run_1/io_placement.png
Pins as bars across the die edge, other pins in grey.
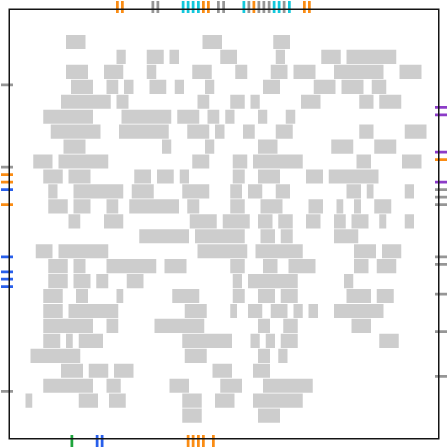
run_1/congestion.png
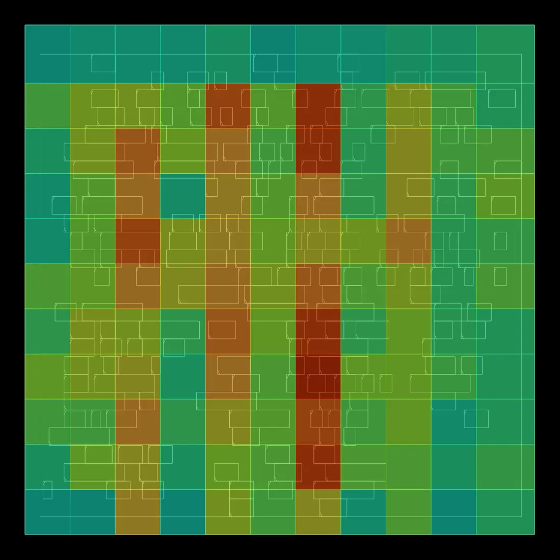
run_1/flops_by_reg.png
Other cells in grey.
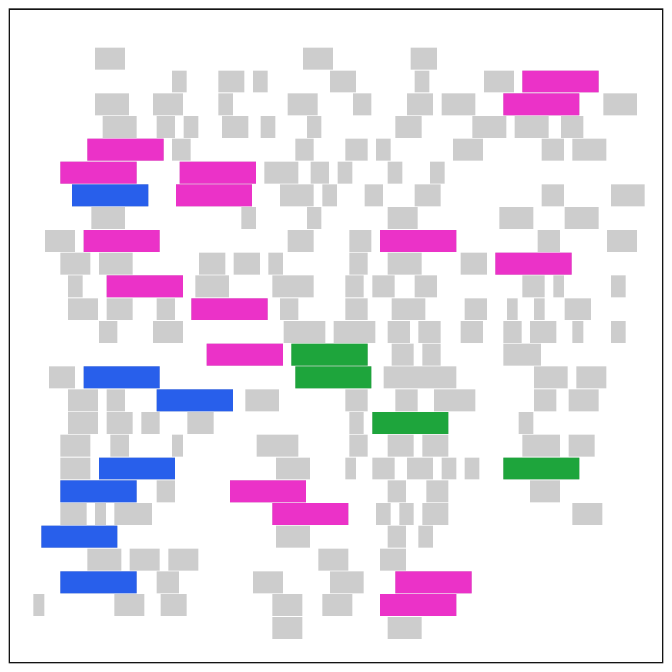
run_1/clk_routes.png
Bar = 20 um.
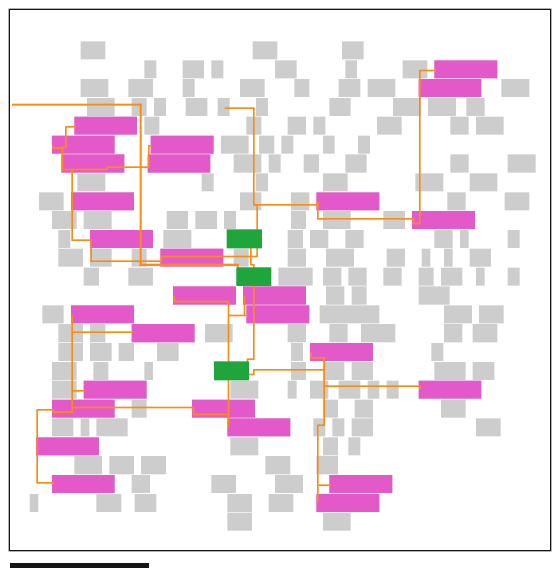
$ cat src/rtl/ctrl_unit.sv
// ctrl_unit: program counter / instruction register holder, instruction
// fetch sequencer and Moore decode FSM for the 6-instruction processor.
// Optional feature macro: SINGLE_STEP_EN (adds a Step input that gates FETCH).
module ctrl_unit #(
  parameter int PC_WIDTH  = 7,
  parameter int DATA_BITS = 16
) (
  input  logic                 Clk,
  input  logic                 ResetN,
`ifdef SINGLE_STEP_EN
  input  logic                 Step,
`endif
  input  logic [DATA_BITS-1:0] IM_data,
  output logic [PC_WIDTH-1:0]  PC_Addr,
  output logic [7:0]           D_Addr,
  output logic                 D_wr,
  output logic                 RF_s,
  output logic                 RF_W_en,
  output logic [3:0]           RF_W_addr,
  output logic [3:0]           RF_Ra_addr,
  output logic [3:0]           RF_Rb_addr,
  output logic [2:0]           ALU_s0,
  output logic [3:0]           State,
  output logic                 Halted
);

  typedef enum logic [3:0] {
    S_INIT   = 4'd0,
    S_FETCH  = 4'd1,
    S_DECODE = 4'd2,
    S_NOOP   = 4'd3,
    S_LOAD_A = 4'd4,
    S_LOAD_B = 4'd5,
    S_STORE  = 4'd6,
    S_ADD    = 4'd7,
    S_SUB    = 4'd8,
    S_HALT   = 4'd9
  } state_t;

  localparam logic [3:0] OP_STORE = 4'b0001;
  localparam logic [3:0] OP_LOAD  = 4'b0010;
  localparam logic [3:0] OP_ADD   = 4'b0011;
  localparam logic [3:0] OP_SUB   = 4'b0100;
  localparam logic [3:0] OP_HALT  = 4'b0101;

  state_t               state;
  state_t               next_state;
  logic [PC_WIDTH-1:0]  pc;
  logic [DATA_BITS-1:0] ir;
  logic [3:0]           opcode;
  logic                 fetch_go;

  assign opcode = ir[DATA_BITS-1 -: 4];

`ifdef SINGLE_STEP_EN
  logic step_q;
  logic step_pend;
  logic step_rise;

  assign step_rise = Step & ~step_q;
  assign fetch_go  = step_pend | step_rise;

  // Remember a Step rising edge seen outside FETCH so it is not lost; consume it in FETCH
  always_ff @(posedge Clk or negedge ResetN) begin
    if (!ResetN) begin
      step_q    <= 1'b0;
      step_pend <= 1'b0;
    end else begin
      step_q <= Step;
      if (state == S_FETCH)
        step_pend <= 1'b0;
      else if (step_rise)
        step_pend <= 1'b1;
    end
  end
`else
  assign fetch_go = 1'b1;
`endif

  // State, PC and IR registers; IR/PC only move on a granted FETCH cycle
  always_ff @(posedge Clk or negedge ResetN) begin
    if (!ResetN) begin
      state <= S_INIT;
      pc    <= '0;
      ir    <= '0;
    end else begin
      state <= next_state;
      if (state == S_FETCH && fetch_go) begin
        ir <= IM_data;
        pc <= pc + PC_WIDTH'(1);
      end
    end
  end

  // Next-state logic: fixed sequencing plus opcode branch out of DECODE
  always_comb begin
    next_state = state;
    case (state)
      S_INIT:   next_state = S_FETCH;
      S_FETCH:  next_state = fetch_go ? S_DECODE : S_FETCH;
      S_DECODE: begin
        case (opcode)
          OP_STORE: next_state = S_STORE;
          OP_LOAD:  next_state = S_LOAD_A;
          OP_ADD:   next_state = S_ADD;
          OP_SUB:   next_state = S_SUB;
          OP_HALT:  next_state = S_HALT;
          default:  next_state = S_NOOP;
        endcase
      end
      S_LOAD_A: next_state = S_LOAD_B;
      S_LOAD_B: next_state = S_FETCH;
      S_STORE:  next_state = S_FETCH;
      S_ADD:    next_state = S_FETCH;
      S_SUB:    next_state = S_FETCH;
      S_NOOP:   next_state = S_FETCH;
      S_HALT:   next_state = S_HALT;
      default:  next_state = S_INIT;
    endcase
  end

  // Moore datapath controls decoded from state and IR only; everything idles at 0
  always_comb begin
    D_Addr     = 8'h00;
    D_wr       = 1'b0;
    RF_s       = 1'b0;
    RF_W_en    = 1'b0;
    RF_W_addr  = 4'h0;
    RF_Ra_addr = 4'h0;
    RF_Rb_addr = 4'h0;
    ALU_s0     = 3'b000;
    case (state)
      S_LOAD_A, S_LOAD_B: begin
        D_Addr    = ir[11:4];
        RF_s      = 1'b1;
        RF_W_addr = ir[3:0];
        RF_W_en   = (state == S_LOAD_B);
      end
      S_STORE: begin
        D_Addr     = ir[7:0];
        RF_Ra_addr = ir[11:8];
        D_wr       = 1'b1;
      end
      S_ADD, S_SUB: begin
        RF_Ra_addr = ir[11:8];
        RF_Rb_addr = ir[7:4];
        RF_W_addr  = ir[3:0];
        RF_W_en    = 1'b1;
        ALU_s0     = (state == S_ADD) ? 3'b001 : 3'b010;
      end
      default: ;
    endcase
  end

  assign PC_Addr = pc;
  assign State   = state;
  assign Halted  = (state == S_HALT);

endmodule

$ cat config.mk
export PLATFORM = sky130hd
export DESIGN_NAME = ctrl_unit
export DESIGN_NICKNAME = d
export VERILOG_FILES = /design/src/rtl/ctrl_unit.sv
export SDC_FILE = /design/constraint.sdc
export NUM_CORES = 1
export LEC_CHECK = 0
export CAP_MARGIN = 10
export CELL_PAD_IN_SITES_DETAIL_PLACEMENT = 1
export CELL_PAD_IN_SITES_GLOBAL_PLACEMENT = 2
export CORE_MARGIN = 2
export CORE_UTILIZATION = 26
export DETAILED_ROUTE_END_ITERATION = 8
export PLACE_DENSITY_LB_ADDON = 0.1
export SYNTH_ARGS = -nofsm -noshare
export SYNTH_HDL_FRONTEND = slang
export SYNTH_SLANG_ARGS = --single-unit
$ cat constraint.sdc
create_clock -name Clk -period 2.2 [get_ports Clk]
set_input_delay 0.44 -clock Clk [delete_from_list [all_inputs] [get_ports Clk]]
set_output_delay 0.44 -clock Clk [all_outputs]
set_load 0.02 [all_outputs]
==> ds_physical_params.txt, run 1 <==
Characteristics after synthesis and place and route

Parameter                              Value

Setup path
  Maximum net fanout on the critical path    9
  Reg2Reg Depth    4
  Ordered cell list for the critical path    buf_4 -> nand3b_1 -> nor2_2 -> buf_6 -> a22o_1 -> clkdlybuf4s15_2
  CP Capture Point    D_Addr[1]
  Number of cells on the critical path    6
  Reg2Reg Launch Point    State[3]
  Crit Reg-Reg Endpoint    ir[10]
  Worst stage delay on the critical path    between 0.4 and 0.5 ns
  Slowest stage cell, crit path    dfrtp_1
  WS Path Type    flip-flop to primary output
  Required time worst endpoint    1.76 ns
  Cell class contributing the biggest share of worst-path delay    buffers and inverters
  Critical path data arrival time    roughly 1.7 ns
  Number of buffer and inverter stages on the critical path    3
  Launching element type of the critical path    flip-flop
  Crit path from    State[3]
  Critical path endpoint category    primary output
  Register-to-register setup slack    roughly 0.55 ns

STA
  Slew Viols, Final    0
  Fmax    about 0.46 GHz
  Max Clock Skew    around 0.0032 ns
  Total count of hold-check failures in the final report    0
  Final setup viols    0
  Post-layout min period    around 2.2 ns
  Cycle use final    just under 100%
  Min Hold Slack    around 0.5 ns
  Setup repair after global routing missed its margin    yes
  Setup TNS    0 ns

Logic synthesis
  Top non-seq family    simple AND/OR/NAND/NOR gates
  Post-synth EDFFs    0
  FF+latch count, synth    27
  Ys flop type    dfrtp_1
  Aoi share    between 10% and 20%
  Adder Area Share    less than 1%
  Yosys stat cell total    around 120
  Async SR Flop Fraction    100%
  Synthesized instance count    around 120
  Mux share of post-synthesis cell area    between 10% and 20%
  Synth warnings    0
  Net Count, Synth    140
  Area reported by Yosys stat    about 0.0014 sq mm
  Sequential share of the synthesized area    between 40% and 50%
  Post-synthesis share of cell area spent on xor and xnor gates    between 4 and 5%
  Area fraction in and, or, nand and nor cells    between 10% and 20%
  Library cells used by synthesis    36
  Avg Cell Area, Syn    approximately 12 sq um
  Cell area after synthesis    around 0.0014 sq mm

Pwr
  Leakage power figure    around 0.95 nW
  Power, Total    0.00267 W
  Power per Cell Area    1270 mW/mm^2
  IR drop worst, VDD    481 uV

Hold path
  Worst Hold Path EP    PC_Addr[5]
  Cell depth of the worst hold path    1
  Hold Path Class    flip-flop to flip-flop
  Startpoint of the lowest-slack hold path    PC_Addr[5]

Finish
  Commonest non-fill, non-tap cells in the layout    clkdlybuf4s50_1, dfrtp_1, mux2_2
  Most common library cell in the layout ignoring fill and taps    clkdlybuf4s50_1
  Antenna diodes    0
  Area grow syn2layout    47.9%
  Area of all placed cells without fillers    0.00210 sq mm
  Fraction of layout cells with a size suffix above 1    36.9%
  Final net count    ~210

GRT
  Pin count of the biggest net entering global routing    28
  Tot GR Track Use    ~14%
  First-pass GRT wire length    6870 um
  Via count of the first global-routing pass    approximately 1.3k
  GRT overflow    0
  Number of antenna violations at the first check in global routing    0

Route
  Detail-routed via count per cell    approximately 4.8
  Number of search-and-repair iterations in the first detailed-routing pass    4
  Routed Antenna Nets    0
  Vias after detailed routing    about 1.2k
  Total length of routed wires    slightly above 4000 um
  DRC    0
  DRC marker count from the first detailed-route iteration    roughly 76

Run status
  Result of the run    finished clean

Clock tree
  CTS H-tree depth    1
  TritonCTS clock tree    yes
  Clk Latency, worst-skew pair    between 0.2 and 0.3 ns
  Root buffer cell    clkbuf_8
  Cell resize tally after clock tree synthesis    between 80 and 90
  Postcts setup bufs    0
  Hold bufs inserted after CTS    0
  Largest buffer count on any clock path    2
  # clock sinks    27
  Register clock-pin slew on the reported worst setup and hold paths    0.10 ns
  Clock buffers created by TritonCTS    3

Die
  Number of I/O pins    around 56
  Init Core Util    between 20 and 30%
  Core Region    ~0.0052 sq mm
  Full die area    between 0.006 and 0.007 sq mm
  Num rows    26

Placement
  Post-DP HPWL    3080 um
  Gpl congestion    ~0.75
  Post-placement cell area    about 0.0021 sq mm

Run
  Tally of max-capacitance violations    0
  Count of tool warnings    28
About io_placement.png:
| colour | port | pins | direction | edge |
|---|---|---|---|---|
| orange | IM_data | 16 | input | 7 top, 5 bottom, 3 left, 1 right |
| cyan | D_Addr | 8 | output | top |
| purple | RF_W_addr | 4 | output | right |
| green | ResetN | 1 | input | bottom |
| blue | PC_Addr | 7 | output | 5 left, 2 bottom |
all pins by edge: 24 top, 13 right, 11 left, 8 bottom
die width: 77.9 um
number of buffers inserted by port buffering: 54
overall die height: 77.9 um

About congestion.png:
post-detailed-route wirelength per cell: 16.0 um
global-route met2 utilization: 24.0%
Global Route met1 Usage: 18.1%
post-layout utilization of the core: 40.4%
Global Route met3 Usage: 2.09%

About flops_by_reg.png:
| colour | signal | flops |
|---|---|---|
| magenta | ir | 16 |
| green | State | 4 |
| blue | PC_Addr | 7 |
Register Area: 676 sq um
flip-flop and latch power: 0.000984 W
sequential share of cell area: 32.2%

About clk_routes.png:
[orange] clock wires | length: 384 um
[green] clock drivers | count: 3
[magenta] flip-flops | count: 27
flops lie: widely spread

-- run 1: layout make-up --
cell class / count / area (sq um)
fillers: 581 / 3100
multi-input cells: 84 / 703
flip-flops and latches: 27 / 676
repair buffers: 69 / 577
well taps: 70 / 87.6
clock buffers: 3 / 41.3
inverters: 3 / 11.3
clock inverters: 1 / 5.00
-- run 1: cells in the mapped netlist, types with 2 or more instances --
cell	n	area, sq um
nand3b_1	2	15.0
dfrtp_1	27	676
a21boi_0	4	30.0
xor2_1	2	17.5
a21oi_1	2	10.0
nand4_1	3	18.8
xnor2_1	5	43.8
mux2_2	17	191
and3_1	3	18.8
buf_2	2	10.0
nand2b_1	3	18.8
inv_1	3	11.3
o21ai_0	5	25.0
nor2_1	2	7.51
a22o_1	8	70.1
nand2_1	4	15.0
and2_1	8	50.1
buf_6	3	33.8
-- run 1: routing by layer --
layer | routed length [um] | GRT usage (%)
met4 | 45 | 5.26
met2 | 2120 | 24.0
met1 | 1820 | 18.1
met5 | 0 | 0
met3 | 128 | 2.09
-- run 1: stage by stage --
step,worst slack [ns],cells
after floorplan,0.0983,121
after global placement,-0.0796,251
after detailed placement,-0.153,251
after CTS,-0.0205,255
after global routing,-0.0315,257
final,0.0485,257
-- run 1: worst register-to-register path: stages, from the launching register on --
cell	delay (ns)
dfrtp_1	0.44
buf_6	0.16
nor4b_4	0.27
buf_4	0.30
mux2_2	0.37
-- run 1: report_power, final --
part           switching (W)  internal, W
Sequential          0.000245     0.000740
Clock               0.000163     0.000127
Combinational       0.000659     0.000734
-- run 1: registers in the layout, indices dropped and copies added, names as in the netlist --
| name | count |
|---|---|
| State | 4 |
| PC_Addr | 7 |
| ir | 16 |
run_1/wires.png
Bar = 20 um.
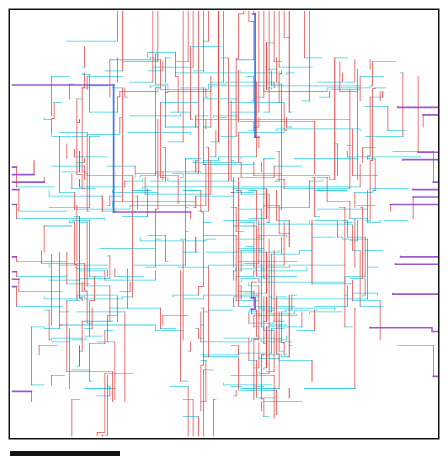

==> run 2: changes to the inputs <==
--- a/config.mk
+++ b/config.mk
@@ -5,12 +5,14 @@
 export SDC_FILE = /design/constraint.sdc
 export NUM_CORES = 1
 export LEC_CHECK = 0
+export ABC_AREA = 1
 export CAP_MARGIN = 10
 export CELL_PAD_IN_SITES_DETAIL_PLACEMENT = 1
 export CELL_PAD_IN_SITES_GLOBAL_PLACEMENT = 2
 export CORE_MARGIN = 2
-export CORE_UTILIZATION = 26
+export CORE_UTILIZATION = 23
 export DETAILED_ROUTE_END_ITERATION = 8
+export GPL_ROUTABILITY_DRIVEN = 0
 export PLACE_DENSITY_LB_ADDON = 0.1
 export SYNTH_ARGS = -nofsm -noshare
 export SYNTH_HDL_FRONTEND = slang
run_2/wires.png
Bar = 20 um.
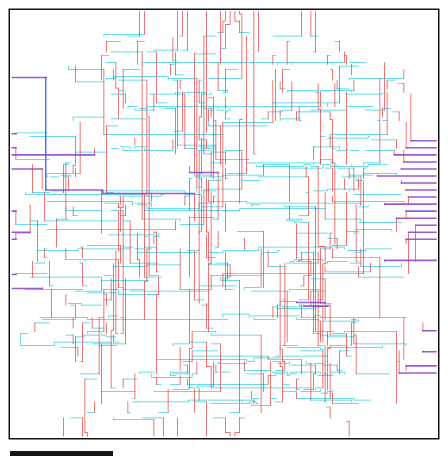
| colour | layer | wire length |
|---|---|---|
| blue | metal 4 | 21.8 um |
| purple | metal 3 | 212 um |
| cyan | metal 1 | 2,030 um |
| red | metal 2 | 1,990 um |

==> run 2 against run 1 <==
Net effect:
- non-clock buffer count decreased by 7
- global-route usage down 0.096 points
- via count grew 17%
- critical endpoint is now RF_Rb_addr[3]
- register-to-register slack gained 0.16 ns
- sequential share of layout area increased by 0.27 points
- worst hold slack improved by 0.010 ns
- combinational power shrank 3%
- utilization is 5.3 points lower
- largest cell class is now sequential cells
- largest power group unchanged
- synthesized cell count grew 64%
==> ds_physical_params.txt, run 2 <==
Characteristics after synthesis and place and route

Parameter                              Value

STA
  Setup repair after global routing missed its margin    yes
  Post-layout min period    about 2.1 ns
  Setup TNS    0 ns
  Max Clock Skew    about 0.0027 ns
  Min Hold Slack    0.512 ns
  Fmax    approximately 0.48 GHz
  Normalized max-slew margin    between 60% and 70%
  Final setup viols    0
  Cycle use final    between 90% and 100%
  Slew Viols, Final    0
  Worst-Margin Slew    0.505 ns
  Total count of hold-check failures in the final report    0
  Final WS setup    0.126 ns

Logic synthesis
  Mux share of post-synthesis cell area    0%
  Biggest area consumer among synthesized cells    dfrtp_1
  Yosys stat cell total    between 150 and 200
  Library cells used by synthesis    19
  Ys flop type    dfrtp_1
  Cell area after synthesis    about 0.0014 sq mm
  Aoi share    7.81%
  Sequential share of the synthesized area    ~47%
  Ranking of synthesized cells by instance count    nand2_1, dfrtp_1, inv_1
  Most common cell in the synthesized netlist    nand2_1
  Top non-seq family    simple AND/OR/NAND/NOR gates
  Post-synth EDFFs    0
  Net Count, Synth    roughly 220
  Cell types occupying the most area after synthesis    dfrtp_1, nand2_1, inv_1
  Area fraction in and, or, nand and nor cells    30.4%
  Synth warnings    0
  Top cell area share    roughly 47%
  Post-synthesis share of cell area spent on xor and xnor gates    between 2 and 2.5%
  Adder Area Share    less than 1%
  Synthesized instance count    just under 200
  FF+latch count, synth    27
  Async SR Flop Fraction    100%
  Area reported by Yosys stat    0.00143 sq mm
  Avg Cell Area, Syn    7.20 sq um

Die
  Num rows    28
  Init Core Util    a little under a quarter
  Die width    82.8 um
  Core Region    0.00596 sq mm
  Full die area    between 0.006 and 0.007 sq mm
  Overall die height    82.8 um
  Number of I/O pins    56

Setup path
  Maximum net fanout on the critical path    5
  Slowest stage cell, crit path    dfrtp_2
  WS Path Type    flip-flop to primary output
  Reg2Reg Depth    7
  Number of buffer and inverter stages on the critical path    3
  Required time worst endpoint    around 1.8 ns
  Launching element type of the critical path    flip-flop
  Crit Reg-Reg Endpoint    PC_Addr[4]
  Critical path endpoint category    primary output
  Cell class contributing the biggest share of worst-path delay    buffers and inverters
  Reg2Reg Launch Point    State[0]
  Worst stage delay on the critical path    ~0.45 ns
  Critical path data arrival time    ~1.6 ns
  Ordered cell list for the critical path    inv_2 -> nand4_1 -> inv_1 -> nor2_2 -> nor2_1 -> clkdlybuf4s15_1
  Register-to-register setup slack    slightly above 0.7 ns

GRT
  First-pass GRT wire length    7340 um
  Number of antenna violations at the first check in global routing    0
  Pin count of the biggest net entering global routing    28
  GRT overflow    0
  Via count of the first global-routing pass    1,529
  Tot GR Track Use    14.0%

Run
  Tally of max-capacitance violations    0
  Count of tool warnings    28

Placement
  Post-placement cell area    0.00207 sq mm
  Number of buffers inserted by port buffering    about 54
  Setup slack after placement    0.0431 ns
  Post-DP HPWL    around 3300 um
  Placed instance count    around 330

Clock tree
  CTS H-tree depth    1
  # clock sinks    27
  Clock buffers created by TritonCTS    3
  Clk Latency, worst-skew pair    about 0.27 ns
  Largest buffer count on any clock path    2
  Register clock-pin slew on the reported worst setup and hold paths    approximately 0.1 ns
  Root buffer cell    clkbuf_8
  Postcts setup bufs    0
  TritonCTS clock tree    yes
  Hold bufs inserted after CTS    0

Finish
  Largest reg by FF count    ir
  Final net count    about 280
  Area of all placed cells without fillers    ~0.0021 sq mm
  Commonest non-fill, non-tap cells in the layout    nand2_1, clkdlybuf4s50_1, inv_1
  Fraction of layout cells with a size suffix above 1    about 12%
  Area grow syn2layout    46.3%
  Antenna diodes    0
  Final Non-Filler Cells    about 330
  Flip-flop count of the largest register, all copies and words added    16
  Most common library cell in the layout ignoring fill and taps    nand2_1

Route
  Post-detailed-route wirelength per cell    12.7 um
  Total length of routed wires    roughly 4200 um
  Detail-routed via count per cell    roughly 4.3
  Vias after detailed routing    between 1k and 1.5k
  Routed Antenna Nets    0
  Number of search-and-repair iterations in the first detailed-routing pass    4
  DRC marker count from the first detailed-route iteration    45
  DRC    0

Hold path
  Hold Path Class    flip-flop to flip-flop
  Startpoint of the lowest-slack hold path    ir[15]
  Cell depth of the worst hold path    2
  Worst Hold Path EP    ir[15]

Pwr
  IR drop worst, VDD    roughly 580 uV
  Leakage power figure    around 1.3 nW
  Power, Total    ~0.0026 W
  Power per Cell Area    ~1200 mW/mm^2

Run status
  Result of the run    finished clean
run_2/flops_by_reg.png
Other cells in grey.
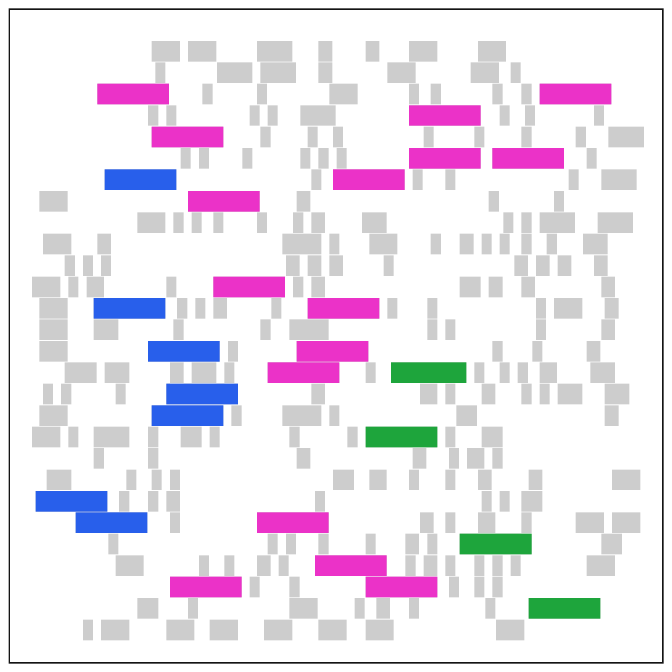
| colour | signal | flops |
|---|---|---|
| blue | PC_Addr | 7 |
| green | State | 4 |
| magenta | ir | 16 |
post-layout utilization of the core: 35.0%
sequential share of cell area: 32.4%
Register Area: 677 sq um
flip-flop and latch power: 0.000912 W

-- run 2: what timing repair did --
item                                    in CTS  in global routing
pin swaps                                    0                  0
endpoints found under the setup margin      25                 20
gates resized                               17                 42
-- run 2: final cells by class --
| type | count | area, sq um |
|---|---|---|
| Fill cell | 772 | 3870 |
| Sequential cell | 27 | 677 |
| Multi-Input combinational cell | 137 | 603 |
| Timing Repair Buffer | 62 | 559 |
| Inverter | 29 | 109 |
| Tap cell | 75 | 93.8 |
| Clock buffer | 4 | 45.0 |
-- run 2: worst max-delay path by stage --
stage / to / slack [ns] / from / cells past startpoint
6_report: RF_Rb_addr[3] / 0.13 / State[2] / 6
5_1_grt: RF_Rb_addr[3] / -0.02 / State[0] / 6
4_1_cts: RF_W_addr[1] / -0.28 / State[2] / 6
3_5_place_dp: RF_W_addr[1] / 0.04 / State[2] / 6
3_3_place_gp: RF_Ra_addr[0] / 0.03 / State[2] / 6
2_1_floorplan: RF_Rb_addr[0] / 0.36 / State[3] / 7
-- run 2: power by group --
part / internal (W) / leakage (nW) / switching (W) / total (W)
Clock: 0.000130 / 0.0228 / 0.000163 / 0.000293
Combinational: 0.000514 / 0.919 / 0.000834 / 0.00135
Sequential: 0.000729 / 0.334 / 0.000183 / 0.000912
-- run 2: worst register-to-register path, stage by stage (launching register included) --
cell and delay, ns:
dfrtp_1 0.41, buf_4 0.16, nand2_1 0.08, nor2_2 0.04, buf_4 0.16, inv_1 0.39, nand2_1 0.11, nand2_1 0.09
-- run 2: routing by layer --
metal | track usage (%) | vias to the layer above | wire [um]
li1 | - | 718 | -
met3 | 1.85 | 2 | 212
met5 | 0 | - | 0
met2 | 23.7 | 36 | 1990
met4 | 3.44 | 0 | 21
met1 | 18.9 | 677 | 2030
Power is estimated from default activity; no workload was simulated.
